===== src/rtl/bch_llr_loader_if.sv =====
// LLR beat stream between the channel front-end and the BCH loader.
// Carries a valid/ready handshake with one packed beat of LANES LLRs per transfer.
interface bch_llr_loader_if #(
    parameter int unsigned LANES = 8,
    parameter int unsigned LLR_W = 8
);
    logic                     in_valid;
    logic [LANES*LLR_W-1:0]   idata;
    logic                     ready;

    modport master (output in_valid, output idata, input  ready);
    modport slave  (input  in_valid, input  idata, output ready);
endinterface


===== src/rtl/bch_llr_loader.sv =====
// BCH decoder input front-end: unpacks LLR beats into hard bits per code position
// and, in soft mode, tracks the two least-reliable positions.
module bch_llr_loader #(
    parameter int unsigned LANES = 8,
    parameter int unsigned LLR_W = 8,
    parameter int unsigned MAX_N = 1023,
    parameter int unsigned IDX_W = 10
) (
    input  logic               clk,
    input  logic               rstn,
    input  logic               set,
    input  logic [1:0]         code,
    input  logic               mode,
    bch_llr_loader_if.slave    llr,
    output logic               load_done,
    output logic [MAX_N-1:0]   hd_bits,
    output logic               lr_valid,
    output logic [IDX_W-1:0]   lr_idx0,
    output logic [IDX_W-1:0]   lr_idx1
);

    localparam int unsigned MAG_W     = LLR_W - 1;
    localparam int unsigned MAX_BEATS = (MAX_N + 1) / LANES;
    localparam int unsigned CNT_W     = $clog2(MAX_BEATS + 1);
    localparam logic [MAG_W-1:0] MAG_MAX = '1;

    typedef enum logic [1:0] {IDLE, LOAD, DONE} state_t;

    state_t              state;
    logic [1:0]          code_reg;
    logic                mode_reg;
    logic [CNT_W-1:0]    cnt;
    logic [MAG_W-1:0]    min0, min1;
    logic                occ0, occ1;

    logic [IDX_W-1:0]              n_len;
    logic [CNT_W-1:0]              last_cnt;
    logic [IDX_W-1:0]              base;
    logic [LANES-1:0][MAG_W-1:0]   mag;
    logic [LANES-1:0][IDX_W-1:0]   pos;
    logic [LANES-1:0]              sgn;
    logic [LANES-1:0]              lane_ok;
    logic                          accept;
    logic [MAG_W-1:0]              ins0_m, ins1_m;
    logic [IDX_W-1:0]              ins0_i, ins1_i;
    logic                          ins0_v, ins1_v;

    function automatic logic [IDX_W-1:0] code_len(input logic [1:0] c);
        case (c)
            2'd1:    return IDX_W'(63);
            2'd2:    return IDX_W'(255);
            2'd3:    return IDX_W'(1023);
            default: return '0;
        endcase
    endfunction

    // Lane unpacking: position, sign and saturated magnitude of each LLR
    always_comb begin
        logic [LLR_W-1:0] lane_v;
        logic [LLR_W-1:0] neg_v;
        lane_v   = '0;
        neg_v    = '0;
        n_len    = code_len(code_reg);
        last_cnt = CNT_W'((32'(n_len) + 32'd1) / LANES - 32'd1);
        base     = n_len - IDX_W'(32'(cnt) * LANES);
        accept   = llr.in_valid && llr.ready && (state == LOAD);
        mag      = '0;
        pos      = '0;
        sgn      = '0;
        lane_ok  = '0;
        for (int l = 0; l < int'(LANES); l++) begin
            lane_v     = llr.idata[(int'(LANES) - 1 - l) * int'(LLR_W) +: LLR_W];
            neg_v      = LLR_W'(0) - lane_v;
            sgn[l]     = lane_v[LLR_W-1];
            pos[l]     = base - IDX_W'(l);
            lane_ok[l] = (l != 0) || (cnt != '0);
            if (!lane_v[LLR_W-1])
                mag[l] = lane_v[MAG_W-1:0];
            else if (lane_v[MAG_W-1:0] == '0)
                mag[l] = MAG_MAX;
            else
                mag[l] = neg_v[MAG_W-1:0];
        end
    end

    // Lanes are inserted in arrival order with strict '<', so earlier symbols win ties
    always_comb begin
        ins0_m = min0;
        ins0_i = lr_idx0;
        ins0_v = occ0;
        ins1_m = min1;
        ins1_i = lr_idx1;
        ins1_v = occ1;
        for (int l = 0; l < int'(LANES); l++) begin
            if (lane_ok[l]) begin
                if (!ins0_v || (mag[l] < ins0_m)) begin
                    ins1_m = ins0_m;
                    ins1_i = ins0_i;
                    ins1_v = ins0_v;
                    ins0_m = mag[l];
                    ins0_i = pos[l];
                    ins0_v = 1'b1;
                end else if (!ins1_v || (mag[l] < ins1_m)) begin
                    ins1_m = mag[l];
                    ins1_i = pos[l];
                    ins1_v = 1'b1;
                end
            end
        end
    end

    always_ff @(posedge clk or negedge rstn) begin
        if (!rstn) begin
            state     <= IDLE;
            code_reg  <= '0;
            mode_reg  <= 1'b0;
            cnt       <= '0;
            min0      <= MAG_MAX;
            min1      <= MAG_MAX;
            occ0      <= 1'b0;
            occ1      <= 1'b0;
            llr.ready <= 1'b0;
            load_done <= 1'b0;
            hd_bits   <= '0;
            lr_valid  <= 1'b0;
            lr_idx0   <= '0;
            lr_idx1   <= '0;
        end else if (set && (code != 2'd0)) begin
            // A new configuration restarts from any state; a coincident beat is dropped
            state     <= LOAD;
            code_reg  <= code;
            mode_reg  <= mode;
            cnt       <= '0;
            min0      <= MAG_MAX;
            min1      <= MAG_MAX;
            occ0      <= 1'b0;
            occ1      <= 1'b0;
            llr.ready <= 1'b1;
            load_done <= 1'b0;
            hd_bits   <= '0;
            lr_valid  <= 1'b0;
            lr_idx0   <= '0;
            lr_idx1   <= '0;
        end else begin
            case (state)
                LOAD: begin
                    if (accept) begin
                        for (int l = 0; l < int'(LANES); l++) begin
                            if (lane_ok[l] && (pos[l] < IDX_W'(MAX_N)))
                                hd_bits[pos[l]] <= sgn[l];
                        end
                        if (mode_reg) begin
                            min0    <= ins0_m;
                            min1    <= ins1_m;
                            occ0    <= ins0_v;
                            occ1    <= ins1_v;
                            lr_idx0 <= ins0_i;
                            lr_idx1 <= ins1_i;
                        end
                        cnt <= cnt + CNT_W'(1);
                        if (cnt == last_cnt) begin
                            state     <= DONE;
                            llr.ready <= 1'b0;
                            load_done <= 1'b1;
                            lr_valid  <= mode_reg;
                        end
                    end
                end
                default: ;
            endcase
        end
    end

endmodule


===== src/flat_wrapper.sv =====
// flat-port wrapper written by rule: the top's interface ports become plain ports
module bch_llr_loader_flat 
#(
    parameter int unsigned LANES = 8,
    parameter int unsigned LLR_W = 8,
    parameter int unsigned MAX_N = 1023,
    parameter int unsigned IDX_W = 10
)
  (clk, rstn, set, code, mode, load_done, hd_bits, lr_valid, lr_idx0, lr_idx1, llr_in_valid, llr_idata, llr_ready);
  bch_llr_loader_if #(.LANES(LANES), .LLR_W(LLR_W)) llr_i ();
  input  logic clk;
  input  logic rstn;
  input  logic set;
  input  logic [1:0] code;
  input  logic mode;
  output logic load_done;
  output logic [MAX_N-1:0] hd_bits;
  output logic lr_valid;
  output logic [IDX_W-1:0] lr_idx0;
  output logic [IDX_W-1:0] lr_idx1;
  input wire logic [$bits(llr_i.in_valid)-1:0] llr_in_valid;
  input wire logic [$bits(llr_i.idata)-1:0] llr_idata;
  output wire logic [$bits(llr_i.ready)-1:0] llr_ready;
  assign llr_i.in_valid = llr_in_valid;
  assign llr_i.idata = llr_idata;
  assign llr_ready = llr_i.ready;
  bch_llr_loader #(.LANES(LANES), .LLR_W(LLR_W), .MAX_N(MAX_N), .IDX_W(IDX_W)) u_core (.clk(clk), .rstn(rstn), .set(set), .code(code), .mode(mode), .llr(llr_i), .load_done(load_done), .hd_bits(hd_bits), .lr_valid(lr_valid), .lr_idx0(lr_idx0), .lr_idx1(lr_idx1));
endmodule

===== config.mk =====
export PLATFORM = sky130hd
export DESIGN_NAME = bch_llr_loader_flat
export DESIGN_NICKNAME = d
export VERILOG_FILES = /design/src/rtl/bch_llr_loader_if.sv /design/src/rtl/bch_llr_loader.sv /design/src/flat_wrapper.sv
export SDC_FILE = /design/constraint.sdc
export NUM_CORES = 2
export LEC_CHECK = 0
export CORE_AREA = 3 3 439 441
export CTS_CLUSTER_DIAMETER = 100
export CTS_CLUSTER_SIZE = 24
export DETAILED_ROUTE_END_ITERATION = 10
export DIE_AREA = 0 0 442 444
export SKIP_LAST_GASP = 1
export SYNTH_ARGS = -nofsm -noshare
export SYNTH_HDL_FRONTEND = slang
export SYNTH_SLANG_ARGS = --single-unit
export TNS_END_PERCENT = 50

===== constraint.sdc =====
create_clock -name clk -period 20.4 [get_ports clk]
set_input_delay 3.06 -clock clk [delete_from_list [all_inputs] [get_ports clk]]
set_output_delay 3.06 -clock clk [all_outputs]
set_load 0.005 [all_outputs]

Fig. 1: signal wires on met1
(1 px per um) Supply wires on this layer in gray.
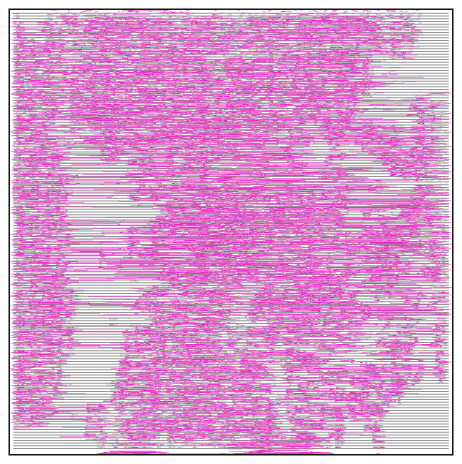
share of all routed wire	38%
wire length on this layer	145 mm
nets with wire on the layer	7896
longest straight run	203 um
main direction	horizontal

Fig. 2: routed metal, one color a layer
(1 px per um) Only two layers are drawn.
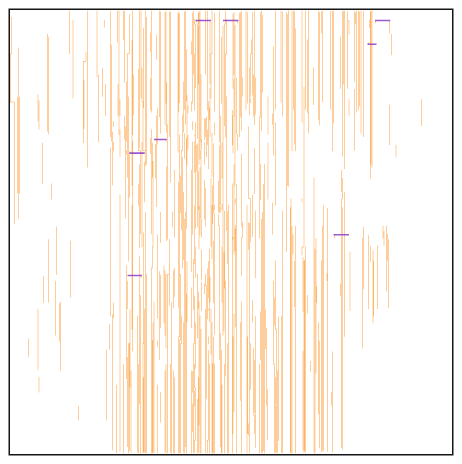
color	layer	wire length
orange	met4	38.4 mm
purple	met5	100 um
Total GRT Usage: 37.5%
WL per Instance: 35.4 um

==> flow_metrics.env <==
# implementation run metrics
export IMPL_status="finished, violations left"
export IMPL_violations="max-capacitance violations, max-slew violations"
export IMPL_worst_ep_arrival_time_ns=19.98
export IMPL_synth_seq_cells=1073
export IMPL_drcViolationCount=0
export IMPL_synth_cell_type_count=93
export IMPL_power_density_mw_per_mm2=129
export IMPL_ctsHoldBuffers=0
export IMPL_edf_count=0
export IMPL_wirelength_mm=385
export IMPL_drv_slew=12
export IMPL_ys_warnings_count=0
export IMPL_ys_cells=7434
export IMPL_largest_register_ffs=1023
export IMPL_clk_latency_ns=0.78
export IMPL_max_stage_delay_ns=0.50
export IMPL_fmax_mhz=51.7
export IMPL_hold_path_class="flip-flop to flip-flop"
export IMPL_core_region_area_mm2=0.190
export IMPL_syn_area_mm2=0.0636
export IMPL_synth_main_ff_cell="dfrtp_1"
export IMPL_end_kind="flip-flop"
export IMPL_fin_crit_sh_pct=94.7
export IMPL_grt_pass1_vias=64500
export IMPL_maxCapViolCount=2
Fig. 3: register map, names as in the netlist
(1 px per um) Other sequential cells in the stronger gray, the rest of the logic in the fainter gray.
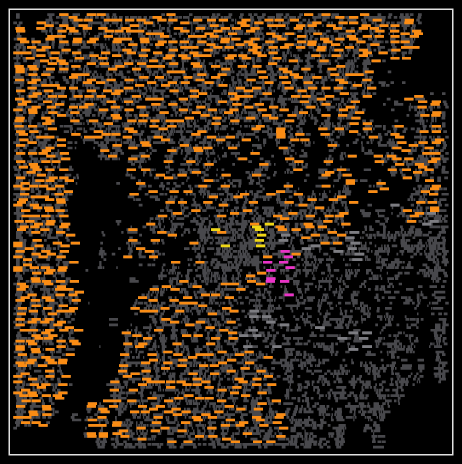
color	signal	placed flops
orange	`u_core.hd_bits`	1023
magenta	`u_core.lr_idx0`	10
yellow	`u_core.cnt`	8
not colored	32
Power Sequential: 0.00230 W
Seq. cell area: 0.0269 mm^2
post-layout util: 42.8%
flop share of the area: 33.1%

## area by class of cell
class                   instances  area (um^2)  share of cell area, %
diodes                         10         25.0                 0.0308
clock buffers                  61         1530                   1.88
clock inverters                26          328                  0.404
inverters                      77          289                  0.356
multi-input cells            5572        34400                   42.4
flip-flops and latches       1073        26900                   33.1
well taps                    2511         3140                   3.87
repair buffers               1563        14600                   18.0
## logic make-up after synthesis
logic type	Yosys count	synth area share, %
multiplexers	315	4.98
XOR/XNOR	62	0.854
AND/OR/NAND/NOR	2097	13.6
buffers and inverters	789	4.72
adder cells (fa/ha/maj)	129	2.55
AND-OR/OR-AND	2969	31.1
flip-flops	1073	42.2
## path summary, 6_finish.rpt
path | cells after the start | end | start | slack, ns
setup / recovery | 79 | u_core.lr_idx1[7] | llr_idata[56] | 1.07
hold / removal | 2 | u_core.hd_bits[491] | u_core.hd_bits[491] | 0.50
setup reg to reg | 74 | u_core.lr_idx1[7] | u_core.cnt[0] | 2.97
hold reg to reg | 2 | u_core.hd_bits[491] | u_core.hd_bits[491] | 0.50
max in group asynchronous | 5 | u_core.hd_bits[808] | rstn | 13.95
min in group asynchronous | 1 | u_core.hd_bits[602] | rstn | 2.32
## metal layers
layer,vias up,track usage [%],wire length (um)
met2,4383,55.5,164000
met1,34500,46.0,145000
li1,29200,-,-
met4,16,30.5,38400
met5,-,0,100
met3,968,9.58,38100
## stage by stage
step	hold slack [ns]	util (%)
after floorplan	0.471	-
after global placement	0.463	41.7
after detailed placement	0.474	41.7
after CTS	0.501	42.7
after global routing	0.525	42.8
final	0.497	42.8
## synth_stat cells, types with 10 or more instances
cell type     n  area (um^2)
a211o_1      14          123
nand3_1     143          716
buf_2        15         75.1
a221oi_1     10         87.6
o31ai_1      67          503
a311oi_1     69          604
nor2b_1      18          113
a32oi_1      17          149
nand4_1      20          125
o21ai_0     618         3090
a2bb2oi_1    16          140
o21ai_1      14         70.1
or2_2        10         62.6
a31oi_1      62          388
dfrtp_1    1059        26500
o311ai_0    246         2150
a22oi_1      91          683
or3_1        16          100
a22o_1      365         3200
xnor2_1      34          298
o21a_1       19          143
o22ai_1      32          200
buf_1        62          233
nor2_1      778         2920
a21o_1       32          240
mux2i_1     305         3050
o211ai_1     75          563
a21boi_0     51          383
clkbuf_1    630         2360
nand2_1     939         3520
and2_1       40          250
and3_1       30          188
dfstp_2      14          368
a21oi_1     787         3940
xor2_1       28          245
a211oi_1    294         2210
inv_1        76          285
ha_1        128         1600
nor3_1       53          265
## repair_timing
| action | 4_1_cts | 5_1_grt |
|---|---|---|
| resized | 0 | 35 |
| setup buffers | 0 | 2 |
| setup endpoints to repair | 0 | 17 |
## power breakdown
group / total, W / switching [W] / internal (W)
combinational: 0.00672 / 0.00414 / 0.00258
sequential: 0.00230 / 0.0000923 / 0.00221
clock: 0.00145 / 0.000869 / 0.000578
total: 0.0105 / 0.00510 / 0.00536
## worst max-delay path: cells and delay by family
kind / cells / cell delay (ns)
simple gates: 15 / 2.75
fa+ha+maj: 9 / 2.57
mux: 1 / 0.34
buf+inv: 10 / 1.91
compound gates: 44 / 9.29
Power figures rest on the tool's default switching activity, not on a simulated workload.
